### Placement by cell class, run 1

Scale bar: 10 um.
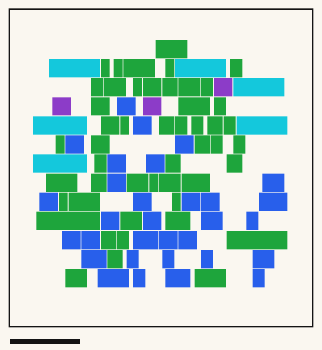
### Selected gate families, run 1

Scale bar: 10 um.
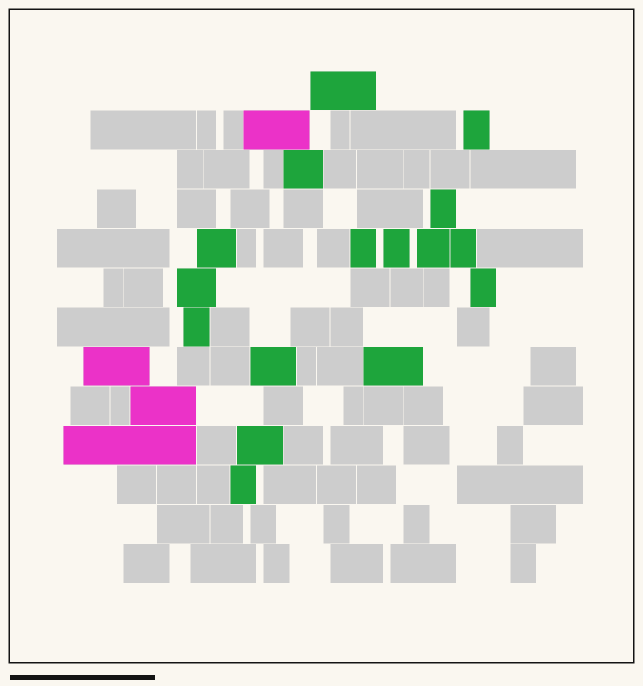
### Where the registers sit, run 1

Scale bar: 10 um. Other cells in gray.
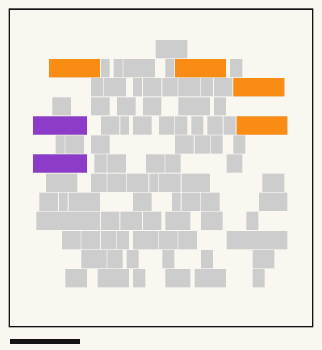
## src/rtl/ex_mul_sequencer.sv

```systemverilog
// ---------------------------------------------------------------------------
// ex_mul_sequencer
//
// Purpose:
//   Sequences a multi-cycle iterative multiply in the EX stage of an in-order
//   pipeline. The sequencer detects a mul (ALUCtl == 3) in EX and starts the
//   multiplier. It holds the front of the pipeline (Stall) for MUL_LAT-1
//   cycles. It then lets EX/MEM capture the result in the final cycle.
//   A redirect (Flush) cancels an in-flight mul and pulses MulAbort.
//
// Parameters:
//   MUL_LAT     total EX-stage occupancy of a mul in cycles (2..15)
//
// Ports:
//   Clk         clock; all state updates on its rising edge
//   Reset       synchronous active-high reset
//   ExValid     EX stage holds a valid instruction
//   ALUCtl[5:0] ALU control code of the EX instruction (3 = mul)
//   Flush       redirect kills the EX instruction this cycle
//   Stall       freezes PC, IF/ID and ID/EX
//   MulStart    one-cycle pulse that starts the multiplier
//   MulAbort    one-cycle pulse that cancels the multiplier
//   MulBusy     high while a mul is in flight after its start cycle
//   ExMemWrEn   EX/MEM capture enable (0 inserts a bubble)
//   StallCount  saturating count of stall cycles
//               (only present when EX_PERF_CNT_EN is defined)
//
// Build options:
//   EX_PERF_CNT_EN  adds the StallCount port and its counter
// ---------------------------------------------------------------------------
module ex_mul_sequencer #(
    parameter int MUL_LAT = 4
) (
    input  logic        Clk,
    input  logic        Reset,
    input  logic        ExValid,
    input  logic [5:0]  ALUCtl,
    input  logic        Flush,
    output logic        Stall,
    output logic        MulStart,
    output logic        MulAbort,
    output logic        MulBusy,
    output logic        ExMemWrEn
`ifdef EX_PERF_CNT_EN
    ,
    output logic [31:0] StallCount
`endif
);

    localparam logic [5:0] ALU_MUL = 6'd3;

    // The detect cycle and the DONE cycle account for two of the MUL_LAT
    // cycles. BUSY therefore lasts CNT_INIT+1 cycles.
    localparam logic [3:0] CNT_INIT = (MUL_LAT > 2) ? 4'(MUL_LAT - 3) : 4'd0;

    typedef enum logic [1:0] {
        IDLE = 2'd0,
        BUSY = 2'd1,
        DONE = 2'd2
    } state_t;

    state_t     state_reg;
    state_t     state_next;
    logic [3:0] cnt_reg;
    logic [3:0] cnt_next;
    logic       mul_detect;

    assign mul_detect = ExValid && (ALUCtl == ALU_MUL) && !Flush;

    always_ff @(posedge Clk) begin
        if (Reset) begin
            state_reg <= IDLE;
            cnt_reg   <= 4'd0;
        end else begin
            state_reg <= state_next;
            cnt_reg   <= cnt_next;
        end
    end

    always_comb begin
        state_next = state_reg;
        cnt_next   = cnt_reg;
        Stall      = 1'b0;
        MulStart   = 1'b0;
        MulAbort   = 1'b0;
        MulBusy    = 1'b0;
        ExMemWrEn  = 1'b0;

        // While Reset is high every output is held at 0. The multiplier
        // shares the same reset, so no abort pulse is needed.
        if (!Reset) begin
            unique case (state_reg)
                IDLE: begin
                    if (mul_detect) begin
                        Stall    = 1'b1;
                        MulStart = 1'b1;
                        if (MUL_LAT > 2) begin
                            cnt_next   = CNT_INIT;
                            state_next = BUSY;
                        end else begin
                            state_next = DONE;
                        end
                    end else begin
                        ExMemWrEn = 1'b1;
                    end
                end

                BUSY: begin
                    MulBusy = 1'b1;
                    // A flush wins over counter expiry. The stall is
                    // released so that the redirect can proceed.
                    if (Flush) begin
                        MulAbort   = 1'b1;
                        state_next = IDLE;
                    end else begin
                        Stall = 1'b1;
                        if (cnt_reg == 4'd0) begin
                            state_next = DONE;
                        end else begin
                            cnt_next = cnt_reg - 4'd1;
                        end
                    end
                end

                DONE: begin
                    // ALUCtl still shows the completing mul here. It is
                    // therefore not re-examined until the next IDLE cycle.
                    MulBusy    = 1'b1;
                    state_next = IDLE;
                    if (Flush) begin
                        MulAbort = 1'b1;
                    end else begin
                        ExMemWrEn = 1'b1;
                    end
                end

                default: begin
                    state_next = IDLE;
                end
            endcase
        end
    end

`ifdef EX_PERF_CNT_EN
    logic [31:0] stall_cnt_reg;

    // Stall is already forced low during reset. The reset branch still
    // clears the counter explicitly.
    always_ff @(posedge Clk) begin
        if (Reset) begin
            stall_cnt_reg <= 32'd0;
        end else if (Stall && (stall_cnt_reg != 32'hFFFF_FFFF)) begin
            stall_cnt_reg <= stall_cnt_reg + 32'd1;
        end
    end

    assign StallCount = stall_cnt_reg;
`endif

endmodule

```

## config.mk

```make
export PLATFORM = sky130hd
export DESIGN_NAME = ex_mul_sequencer
export DESIGN_NICKNAME = d
export VERILOG_FILES = /design/src/rtl/ex_mul_sequencer.sv
export SDC_FILE = /design/constraint.sdc
export NUM_CORES = 1
export LEC_CHECK = 0
export CORE_AREA = 3 3 40 42
export DETAILED_ROUTE_END_ITERATION = 8
export DIE_AREA = 0 0 43 45
export HOLD_SLACK_MARGIN = 0.03
export PLACE_DENSITY_LB_ADDON = 0.05
export SLEW_MARGIN = 20
export SYNTH_ARGS = -nofsm -noshare
export SYNTH_HDL_FRONTEND = slang
export SYNTH_SLANG_ARGS = --single-unit
```

## constraint.sdc

```tcl
create_clock -name Clk -period 1.7 [get_ports Clk]
set_input_delay 0.34 -clock Clk [delete_from_list [all_inputs] [get_ports Clk]]
set_output_delay 0.34 -clock Clk [all_outputs]
set_load 0.005 [all_outputs]
```

==> results.toml, run 1 <==
# flow metrics
[global_routing]
grt_pass1_wl_mm = 2.26
overflow = 0

[clock_network]
cts.sinks = 6
ctsHoldBuffers = 0
clk_latency_ps = 240
numCtsBuffers = 3
cts_max_level = 1

[logic_synthesis]
ys_cells = 56
ys_seq_share_pct = 25.4
top_cells_by_area = "dfxtp_1 25%, ha_1 11%, a21oi_1 5.3%"
yosysUniqueCellTypes = 27
top_cells_by_count = "6 x dfxtp_1, 5 x a21oi_1, 5 x inv_1"
yosysTopAreaCell = "dfxtp_1"

[timing]
tns_ps = 0
period_needed_ps = 1640
layout_setup_ws_ps = 63.7
max_freq_mhz = 611

[pwr]
power.internal_mw = 0.309
p_leak_nw = 0.350
p_per_area_nw_per_um2 = 548
power_frac_comb_pct = 34.1
p_seq_share_pct = 36.0

[finish]
seq_share_pct = 15.8
largest_class = "logic gates"
logic_area_um2 = 354
layout.nonclk_buf_share_pct = 30.7
area_delta_synth_final_pct = 63.8

[floorplan]
rows = 13
pin_count = 15
die_w_um = 43
die_h_um = 45

[worst_hold_path]
min_to = "cnt_reg[3]"
min_delay_path_depth = 2

[critical_path]
critPathSlowestCell = "and4bb_1"
critPathRequiredTime_ps = 1360
ff2ff_setup_slack_ps = 160
critPathTopFamily = "buffers and inverters"
start_kind = "input pin"

[placed_design]
port_buffers = 14
placed_cell_area_um2 = 748
dp_slack_ps = -604
dp_cells = 100
gp_congestion = 0.731

[status]
status = "complete, no violations"

[routing]
routed_wl_mm = 1.22
drc = 0
num_vias = 520
wl_per_cell_um = 11.8
-- 'Placement by cell class' (at the start) --
| class | color | cells |
|---|---|---|
| other buffers and delay cells | blue | 31 |
| flops | cyan | 6 |
| combinational and other logic | green | 49 |
| clock drivers | purple | 3 |

-- 'Selected gate families' (at the start) --
| family | color | cells | most used |
|---|---|---|---|
| inverting AOI/OAI gates | green | 16 | a21oi_1 |
| adder and majority cells | magenta | 4 | ha_1 |

-- 'Where the registers sit' (at the start) --
| name in the netlist | color | flops |
|---|---|---|
| cnt_reg | orange | 4 |
| state_reg | purple | 2 |

==> run 1: metal layers <==
metal / share of wire [%] / routed length [um] / global-route usage [%]
met1: 50 / 615 / 20.0
met4: 0 / 0 / 0
met3: 5.4 / 66 / 7.17
met5: 0 / 0 / 0
met2: 44 / 543 / 25.1
==> run 1: cells by family after synthesis <==
group / after synthesis / synth area share [%]
adders and majority gates: 4 / 10.6
DFF: 6 / 25.4
AOI/OAI and AO/OA: 18 / 26.5
buffers and inverters: 6 / 4.76
and+or+nand+nor: 22 / 32.8
==> run 1: tightest hold or removal path, delay by kind of cell (launching register included) <==
family | cells | cell delay (ps)
DFF | 1 | 330
AOI/OAI and AO/OA | 2 | 140
--- run 2 (diff from run 1) ---
CORE_AREA = 2 2 39 41   (was 3 3 40 42)
DIE_AREA = 0 0 41 43   (was 0 0 43 45)
==> results.toml, run 2 <==
# flow metrics
[placed_design]
gp_congestion = 0.749
port_buffers = 14
placed_cell_area_um2 = 779

[routing]
drtAntennaViolNets = 0
num_vias = 585
drc = 0
highest_layer = "met3"
wl_per_cell_um = 12.1
met1_length_um = 589
route.met2.wl_um = 779
routed_wl_mm = 1.43
route.met3.wl_um = 64
vias_per_cell = 4.96

[global_routing]
grt_pass1_wl_mm = 2.42
top_usage_layer = "met2"
grt_use_met2_pct = 33.4
globalRouteMet1Util_pct = 24.7
overflow = 0
antenna_found_initial = 0
met3_usage_pct = 7.85

[finish]
final_common_cell = "buf_4"
drive_gt1_share_pct = 52.0
area_delta_synth_final_pct = 86.5

[pwr]
pg_seq_mw = 0.152
pwr.group.clock_mw = 0.133
p_per_area_nw_per_um2 = 514
pg_comb_mw = 0.168
power.internal_mw = 0.326
vdd_drop_max_v = 0.000345
power_frac_comb_pct = 37.1
p_seq_share_pct = 33.6
power.switching_mw = 0.127
p_leak_nw = 0.411
clock_power_share_pct = 29.3

[floorplan]
die_h_um = 43
die_w_um = 41
pin_count = 15
rows = 14

[logic_synthesis]
ys_warn_count = 0
xor_share_pct = 0
ys_ff = 6
top_cells_by_area = "dfxtp_1 25%, ha_1 11%, a21oi_1 5.3%"
top_cells_by_count = "6 x dfxtp_1, 5 x a21oi_1, 5 x inv_1"
ys_sh_adder_pct = 10.6
synth-simple-area-share_pct = 32.8
yosysTopAreaCell = "dfxtp_1"
ys_sh_aoi_pct = 26.5
synthTopLogicFamily = "simple AND/OR/NAND/NOR gates"
ys_seq_share_pct = 25.4
synth.mux.area_fraction_pct = 0
yosysChipArea_um2 = 473
top_area_share_pct = 25.4
async_flop_share_pct = 0
yosysUniqueCellTypes = 27
fp_nets = 70
ys_cells = 56

[status]
status = "complete, no violations"

[worst_hold_path]
min_delay_path_depth = 2
hp-start = "cnt_reg[3]"
hp-class = "reg2reg"
min_to = "cnt_reg[3]"

[timing]
setup_viol_count_final = 0
max_freq_mhz = 611
slew_viol_final = 0
period_needed_ps = 1640
tightest_slew_ps = 241
period_used_pct = 96.2

[critical_path]
critPathRequiredTime_ps = 1360
crit_type = "in2out"
cp-endpoint = "ExMemWrEn"
crit_arrival_ps = 1300
critPathTopFamily = "buffers and inverters"
worst-path-stages = 7
critPathSlowestCell = "a21bo_4"
endpoint_kind = "primary output"
start_kind = "input pin"
ff2ff_setup_slack_ps = 70
r2r-end = "state_reg[0]"

[clock_network]
clk_latency_ps = 250
cts_max_level = 1
clkTransAtPathRegs_ps = 50
numCtsBuffers = 3
cts.sinks = 6
ctsHoldBuffers = 0

[job]
maxCapViolations = 0
log.warning_count = 28
-- run 2: per-stage QoR --
stage,std cells,setup slack [ps],setup TNS [ps],hold WS (ps),utilization [%]
floorplan,56,258,0,466,-
global placement,105,-543,-2830,486,56.3
detailed placement,105,-546,-3000,501,56.3
CTS,118,6.29,0,509,63.2
global route,118,-1.30,-1.30,553,63.7
finish,118,63.8,0,517,63.7
-- run 2: final cells by class --
| class | instances | area [um2] |
|---|---|---|
| inverters | 5 | 18.8 |
| flip-flops and latches | 6 | 123 |
| fillers | 122 | 502 |
| multi-input cells | 44 | 368 |
| clock buffers | 3 | 22.5 |
| well taps | 16 | 20.0 |
| repair buffers | 44 | 330 |
### Placement by cell class, run 2

Scale bar: 10 um.
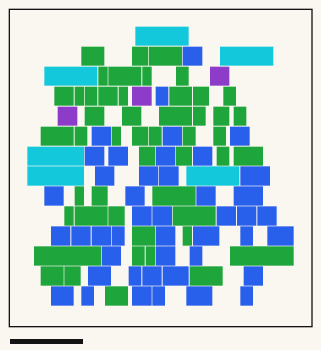
| class | color | cells |
|---|---|---|
| other buffers and delay cells | blue | 44 |
| flops | cyan | 6 |
| clock drivers | purple | 3 |
| combinational and other logic | green | 49 |

